detail.png
Region (27, 11) to (52, 36) um. Cells in gray, sequential cells in the stronger gray; small squares are vias.
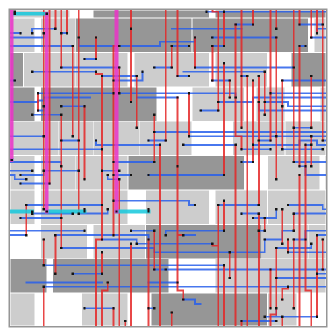
logic_types.png
(3 px per um)
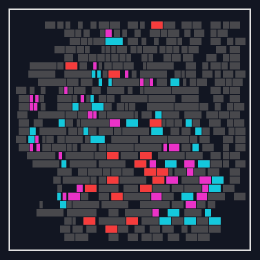
flops_by_reg.png
(3 px per um) Other sequential cells in the stronger gray, the rest of the logic in the fainter gray.
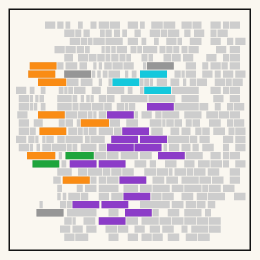
`src/rtl/lmsm_sequencer_if.sv`:
```
// Bus bundle for the LM/SM sequencer: request, data-memory and register-file ports.
interface lmsm_sequencer_if #(
    parameter int DATA_W = 16,
    parameter int ADDR_W = 16,
    parameter int NREGS  = 8
);
    localparam int IW = $clog2(NREGS);

    logic              start;
    logic              is_store;
    logic [ADDR_W-1:0] base_addr;
    logic [NREGS-1:0]  reg_mask;
    logic              stall;
    logic              busy;
    logic              done;
    logic [ADDR_W-1:0] mem_addr;
    logic              mem_rd_en;
    logic              mem_wr_en;
    logic [DATA_W-1:0] mem_wr_data;
    logic [DATA_W-1:0] mem_rd_data;
    logic [IW-1:0]     reg_rd_addr;
    logic [DATA_W-1:0] reg_rd_data;
    logic              reg_wr_en;
    logic [IW-1:0]     reg_wr_addr;
    logic [DATA_W-1:0] reg_wr_data;
    logic              pc_wr;

    modport master (
        output start, is_store, base_addr, reg_mask,
        output mem_rd_data, reg_rd_data,
        input  stall, busy, done,
        input  mem_addr, mem_rd_en, mem_wr_en, mem_wr_data,
        input  reg_rd_addr, reg_wr_en, reg_wr_addr, reg_wr_data, pc_wr
    );

    modport slave (
        input  start, is_store, base_addr, reg_mask,
        input  mem_rd_data, reg_rd_data,
        output stall, busy, done,
        output mem_addr, mem_rd_en, mem_wr_en, mem_wr_data,
        output reg_rd_addr, reg_wr_en, reg_wr_addr, reg_wr_data, pc_wr
    );
endinterface

```
`src/rtl/lmsm_sequencer.sv`:
```
// LM/SM sequencer: walks the register mask one register per cycle,
// drives data memory and register file, and stalls the front end.
module lmsm_sequencer #(
    parameter int DATA_W = 16,
    parameter int ADDR_W = 16,
    parameter int NREGS  = 8
) (
    input logic               clk,
    input logic               rst,
    lmsm_sequencer_if.slave   bus
);
    localparam int IW = $clog2(NREGS);

    typedef enum logic [1:0] {
        S_IDLE,
        S_ACTIVE,
        S_DONE
    } state_t;

    state_t            state_q, state_d;
    logic [NREGS-1:0]  rem_q, rem_d;
    logic [ADDR_W-1:0] base_q, base_d;
    logic              store_q, store_d;
    logic              wb_v_q, wb_v_d;
    logic [IW-1:0]     wb_idx_q, wb_idx_d;
    logic              armed_q;

    logic [IW-1:0]     sel;
    logic [NREGS-1:0]  sel_bit;
    logic              last;
    logic              active;
    logic              in_done;
    logic              accept;

    // Highest set bit of rem is the lowest register index (R0 = MSB).
    always_comb begin
        sel     = '0;
        sel_bit = '0;
        for (int j = 0; j < NREGS; j++) begin
            if (rem_q[j]) begin
                sel          = IW'(NREGS - 1 - j);
                sel_bit      = '0;
                sel_bit[j]   = 1'b1;
            end
        end
    end

    assign last    = (rem_q & (rem_q - 1'b1)) == '0;
    assign active  = (state_q == S_ACTIVE);
    assign in_done = (state_q == S_DONE);
    // armed_q keeps the first cycle after reset release quiet.
    assign accept  = armed_q && bus.start && (state_q == S_IDLE);

    always_comb begin
        state_d  = state_q;
        rem_d    = rem_q;
        base_d   = base_q;
        store_d  = store_q;
        wb_v_d   = 1'b0;
        wb_idx_d = wb_idx_q;
        unique case (state_q)
            S_IDLE: begin
                if (accept) begin
                    store_d = bus.is_store;
                    base_d  = bus.base_addr;
                    rem_d   = bus.reg_mask;
                    state_d = (|bus.reg_mask) ? S_ACTIVE : S_DONE;
                end
            end
            S_ACTIVE: begin
                rem_d = rem_q & ~sel_bit;
                if (!store_q) begin
                    wb_v_d   = 1'b1;
                    wb_idx_d = sel;
                end
                if (last) state_d = S_DONE;
            end
            S_DONE:  state_d = S_IDLE;
            default: state_d = S_IDLE;
        endcase
    end

    always_ff @(posedge clk or posedge rst) begin
        if (rst) begin
            state_q  <= S_IDLE;
            rem_q    <= '0;
            base_q   <= '0;
            store_q  <= 1'b0;
            wb_v_q   <= 1'b0;
            wb_idx_q <= '0;
            armed_q  <= 1'b0;
        end else begin
            state_q  <= state_d;
            rem_q    <= rem_d;
            base_q   <= base_d;
            store_q  <= store_d;
            wb_v_q   <= wb_v_d;
            wb_idx_q <= wb_idx_d;
            armed_q  <= 1'b1;
        end
    end

    assign bus.busy        = active;
    assign bus.done        = in_done;
    assign bus.stall       = accept | active | in_done;
    assign bus.mem_addr    = active ? base_q + ADDR_W'(sel) : '0;
    assign bus.mem_rd_en   = active & ~store_q;
    assign bus.mem_wr_en   = active & store_q;
    assign bus.reg_rd_addr = (active & store_q) ? sel : '0;
    assign bus.mem_wr_data = (active & store_q) ? bus.reg_rd_data : '0;

    // Write-back runs off its own flop so the last LM write lands in DONE.
    assign bus.reg_wr_en   = wb_v_q;
    assign bus.reg_wr_addr = wb_v_q ? wb_idx_q : '0;
    assign bus.reg_wr_data = wb_v_q ? bus.mem_rd_data : '0;
    assign bus.pc_wr       = wb_v_q && (wb_idx_q == '0);
endmodule

```
`src/flat_wrapper.sv`:
```
// flat-port wrapper written by rule: the top's interface ports become plain ports
module lmsm_sequencer_flat 
#(
    parameter int DATA_W = 16,
    parameter int ADDR_W = 16,
    parameter int NREGS  = 8
)
  (clk, rst, bus_start, bus_is_store, bus_base_addr, bus_reg_mask, bus_mem_rd_data, bus_reg_rd_data, bus_stall, bus_busy, bus_done, bus_mem_addr, bus_mem_rd_en, bus_mem_wr_en, bus_mem_wr_data, bus_reg_rd_addr, bus_reg_wr_en, bus_reg_wr_addr, bus_reg_wr_data, bus_pc_wr);
  lmsm_sequencer_if #(.DATA_W(DATA_W), .ADDR_W(ADDR_W), .NREGS(NREGS)) bus_i ();
  input logic clk;
  input logic rst;
  input wire logic [$bits(bus_i.start)-1:0] bus_start;
  input wire logic [$bits(bus_i.is_store)-1:0] bus_is_store;
  input wire logic [$bits(bus_i.base_addr)-1:0] bus_base_addr;
  input wire logic [$bits(bus_i.reg_mask)-1:0] bus_reg_mask;
  input wire logic [$bits(bus_i.mem_rd_data)-1:0] bus_mem_rd_data;
  input wire logic [$bits(bus_i.reg_rd_data)-1:0] bus_reg_rd_data;
  output wire logic [$bits(bus_i.stall)-1:0] bus_stall;
  output wire logic [$bits(bus_i.busy)-1:0] bus_busy;
  output wire logic [$bits(bus_i.done)-1:0] bus_done;
  output wire logic [$bits(bus_i.mem_addr)-1:0] bus_mem_addr;
  output wire logic [$bits(bus_i.mem_rd_en)-1:0] bus_mem_rd_en;
  output wire logic [$bits(bus_i.mem_wr_en)-1:0] bus_mem_wr_en;
  output wire logic [$bits(bus_i.mem_wr_data)-1:0] bus_mem_wr_data;
  output wire logic [$bits(bus_i.reg_rd_addr)-1:0] bus_reg_rd_addr;
  output wire logic [$bits(bus_i.reg_wr_en)-1:0] bus_reg_wr_en;
  output wire logic [$bits(bus_i.reg_wr_addr)-1:0] bus_reg_wr_addr;
  output wire logic [$bits(bus_i.reg_wr_data)-1:0] bus_reg_wr_data;
  output wire logic [$bits(bus_i.pc_wr)-1:0] bus_pc_wr;
  assign bus_i.start = bus_start;
  assign bus_i.is_store = bus_is_store;
  assign bus_i.base_addr = bus_base_addr;
  assign bus_i.reg_mask = bus_reg_mask;
  assign bus_i.mem_rd_data = bus_mem_rd_data;
  assign bus_i.reg_rd_data = bus_reg_rd_data;
  assign bus_stall = bus_i.stall;
  assign bus_busy = bus_i.busy;
  assign bus_done = bus_i.done;
  assign bus_mem_addr = bus_i.mem_addr;
  assign bus_mem_rd_en = bus_i.mem_rd_en;
  assign bus_mem_wr_en = bus_i.mem_wr_en;
  assign bus_mem_wr_data = bus_i.mem_wr_data;
  assign bus_reg_rd_addr = bus_i.reg_rd_addr;
  assign bus_reg_wr_en = bus_i.reg_wr_en;
  assign bus_reg_wr_addr = bus_i.reg_wr_addr;
  assign bus_reg_wr_data = bus_i.reg_wr_data;
  assign bus_pc_wr = bus_i.pc_wr;
  lmsm_sequencer #(.DATA_W(DATA_W), .ADDR_W(ADDR_W), .NREGS(NREGS)) u_core (.clk(clk), .rst(rst), .bus(bus_i));
endmodule
```
`config.mk`:
```
export PLATFORM = sky130hd
export DESIGN_NAME = lmsm_sequencer_flat
export DESIGN_NICKNAME = d
export VERILOG_FILES = /design/src/rtl/lmsm_sequencer_if.sv /design/src/rtl/lmsm_sequencer.sv /design/src/flat_wrapper.sv
export SDC_FILE = /design/constraint.sdc
export NUM_CORES = 1
export LEC_CHECK = 0
export ABC_CLOCK_PERIOD_IN_PS = 2400
export CAP_MARGIN = 15
export CORE_MARGIN = 1
export CORE_UTILIZATION = 35
export DETAILED_ROUTE_END_ITERATION = 8
export GPL_TIMING_DRIVEN = 0
export PLACE_DENSITY = 0.77
export SYNTH_ARGS = -nofsm -noshare
export SYNTH_HDL_FRONTEND = slang
export SYNTH_SLANG_ARGS = --single-unit
```
`constraint.sdc`:
```
create_clock -name clk -period 2.4 [get_ports clk]
set_input_delay 0.48 -clock clk [delete_from_list [all_inputs] [get_ports clk]]
set_output_delay 0.48 -clock clk [all_outputs]
set_load 0.03 [all_outputs]
```
==> results.py <==
# Synthesis and PnR figures
metrics = {
    "pwr": {
        "largestPowerGroup": "combinational logic",
    },
    "clock_network": {
        "clock-root-buffer": "sky130_fd_sc_hd__clkbuf_8",
        "cts_inserted_buffers": 5,
        "cts-root-to-sink-buffers": 2,
        "clk-insertion-delay-late_ns": 0.29,
        "clkSlewWorstSetupHoldPaths_ns": 0.06,
    },
    "synthesis": {
        "mean_cell_area_of_the_mapped_netlist_um2": 9.14,
        "synthCells": 232,
        "postSynth.topFlopCell": "sky130_fd_sc_hd__dfrtp_1",
        "ys_types": 44,
        "postSynthSeqShare_pct": 37.8,
    },
    "final_layout": {
        "sequential_cell_count_of_the_final_layout": 32,
        "area_dominant_class": "combinational gates",
        "comb.multi_input.count": 179,
        "final-nonclk-buf-share_pct": 36.2,
        "final_cell_mix": "80 x sky130_fd_sc_hd__clkdlybuf4s50_1, 28 x sky130_fd_sc_hd__dfrtp_1, 24 x sky130_fd_sc_hd__buf_4, 23 x sky130_fd_sc_hd__buf_6, 20 x sky130_fd_sc_hd__and2_1",
        "final_cell_area_um2": 4060,
        "clk_buf": 7,
    },
    "routing": {
        "first_drt_pass_iteration_count": 4,
        "drt_drc_violations_left": 0,
        "routed_wire_length_per_instance_um": 15.1,
        "drt.antenna.violating_nets": 0,
    },
    "run": {
        "cap_violations": 0,
        "warning_count": 29,
    },
    "final_timing": {
        "timing.clock.skew_ns": 0.00406,
        "postLayoutSetupSlackWorst_ns": -0.658,
        "final-setup-viol-count": 15,
        "period_used_pct": 127,
    },
    "outcome": {
        "violations_in_the_final_reports": "setup timing",
        "outcome": "finished, violations left",
    },
    "setup_path": {
        "crit_path_max_fanout": 5,
        "cp.buffers_inverters": 2,
        "critPathLaunch": "u_core.rem_q[0]",
        "crit_path_cell_trace": "nor2b_4 -> o21bai_4 -> a21oi_2 -> o21bai_2 -> inv_2 -> ha_4 -> fa_2 -> a21oi_4 -> nor2_4 -> nand4_1 -> xor2_2 -> nor2_4 -> buf_6",
    },
    "global_routing": {
        "first_global_vias": 2147,
    },
    "die": {
        "fp.dieArea_um2": 6370,
    },
    "placed_design": {
        "gpl.final_weighted_congestion": 0.788,
    },
}
Notes on detail.png above:
[metal 4] magenta
[metal 2] red
[metal 3] cyan
[metal 1] blue
sequential cells in the window: 7
netlist names of flops here include: `u_core.base_q` (7)
most frequent: mux2_2 (9), dfrtp_1 (7)
cells with their middle in the window: 35

Notes on logic_types.png above:
[nand cells] magenta | cells: 33 | most used: nand2_1
[mux cells] red | cells: 17 | most used: mux2_2
[nor cells] cyan | cells: 33 | most used: nor2_4
multi-input logic portion of the cell area: 38.5%
leading cell type in the layout, fill and taps excluded: sky130_fd_sc_hd__clkdlybuf4s50_1
filler-free cell count of the finished design: 459

Notes on flops_by_reg.png above:
[`u_core.state_q`] green | sequential cells: 2
[`u_core.rem_q`] orange | sequential cells: 8 | where: left middle
[`u_core.base_q`] purple | sequential cells: 16
[`u_core.wb_idx_q`] cyan | sequential cells: 3

Power and IR drop assume default switching activity.
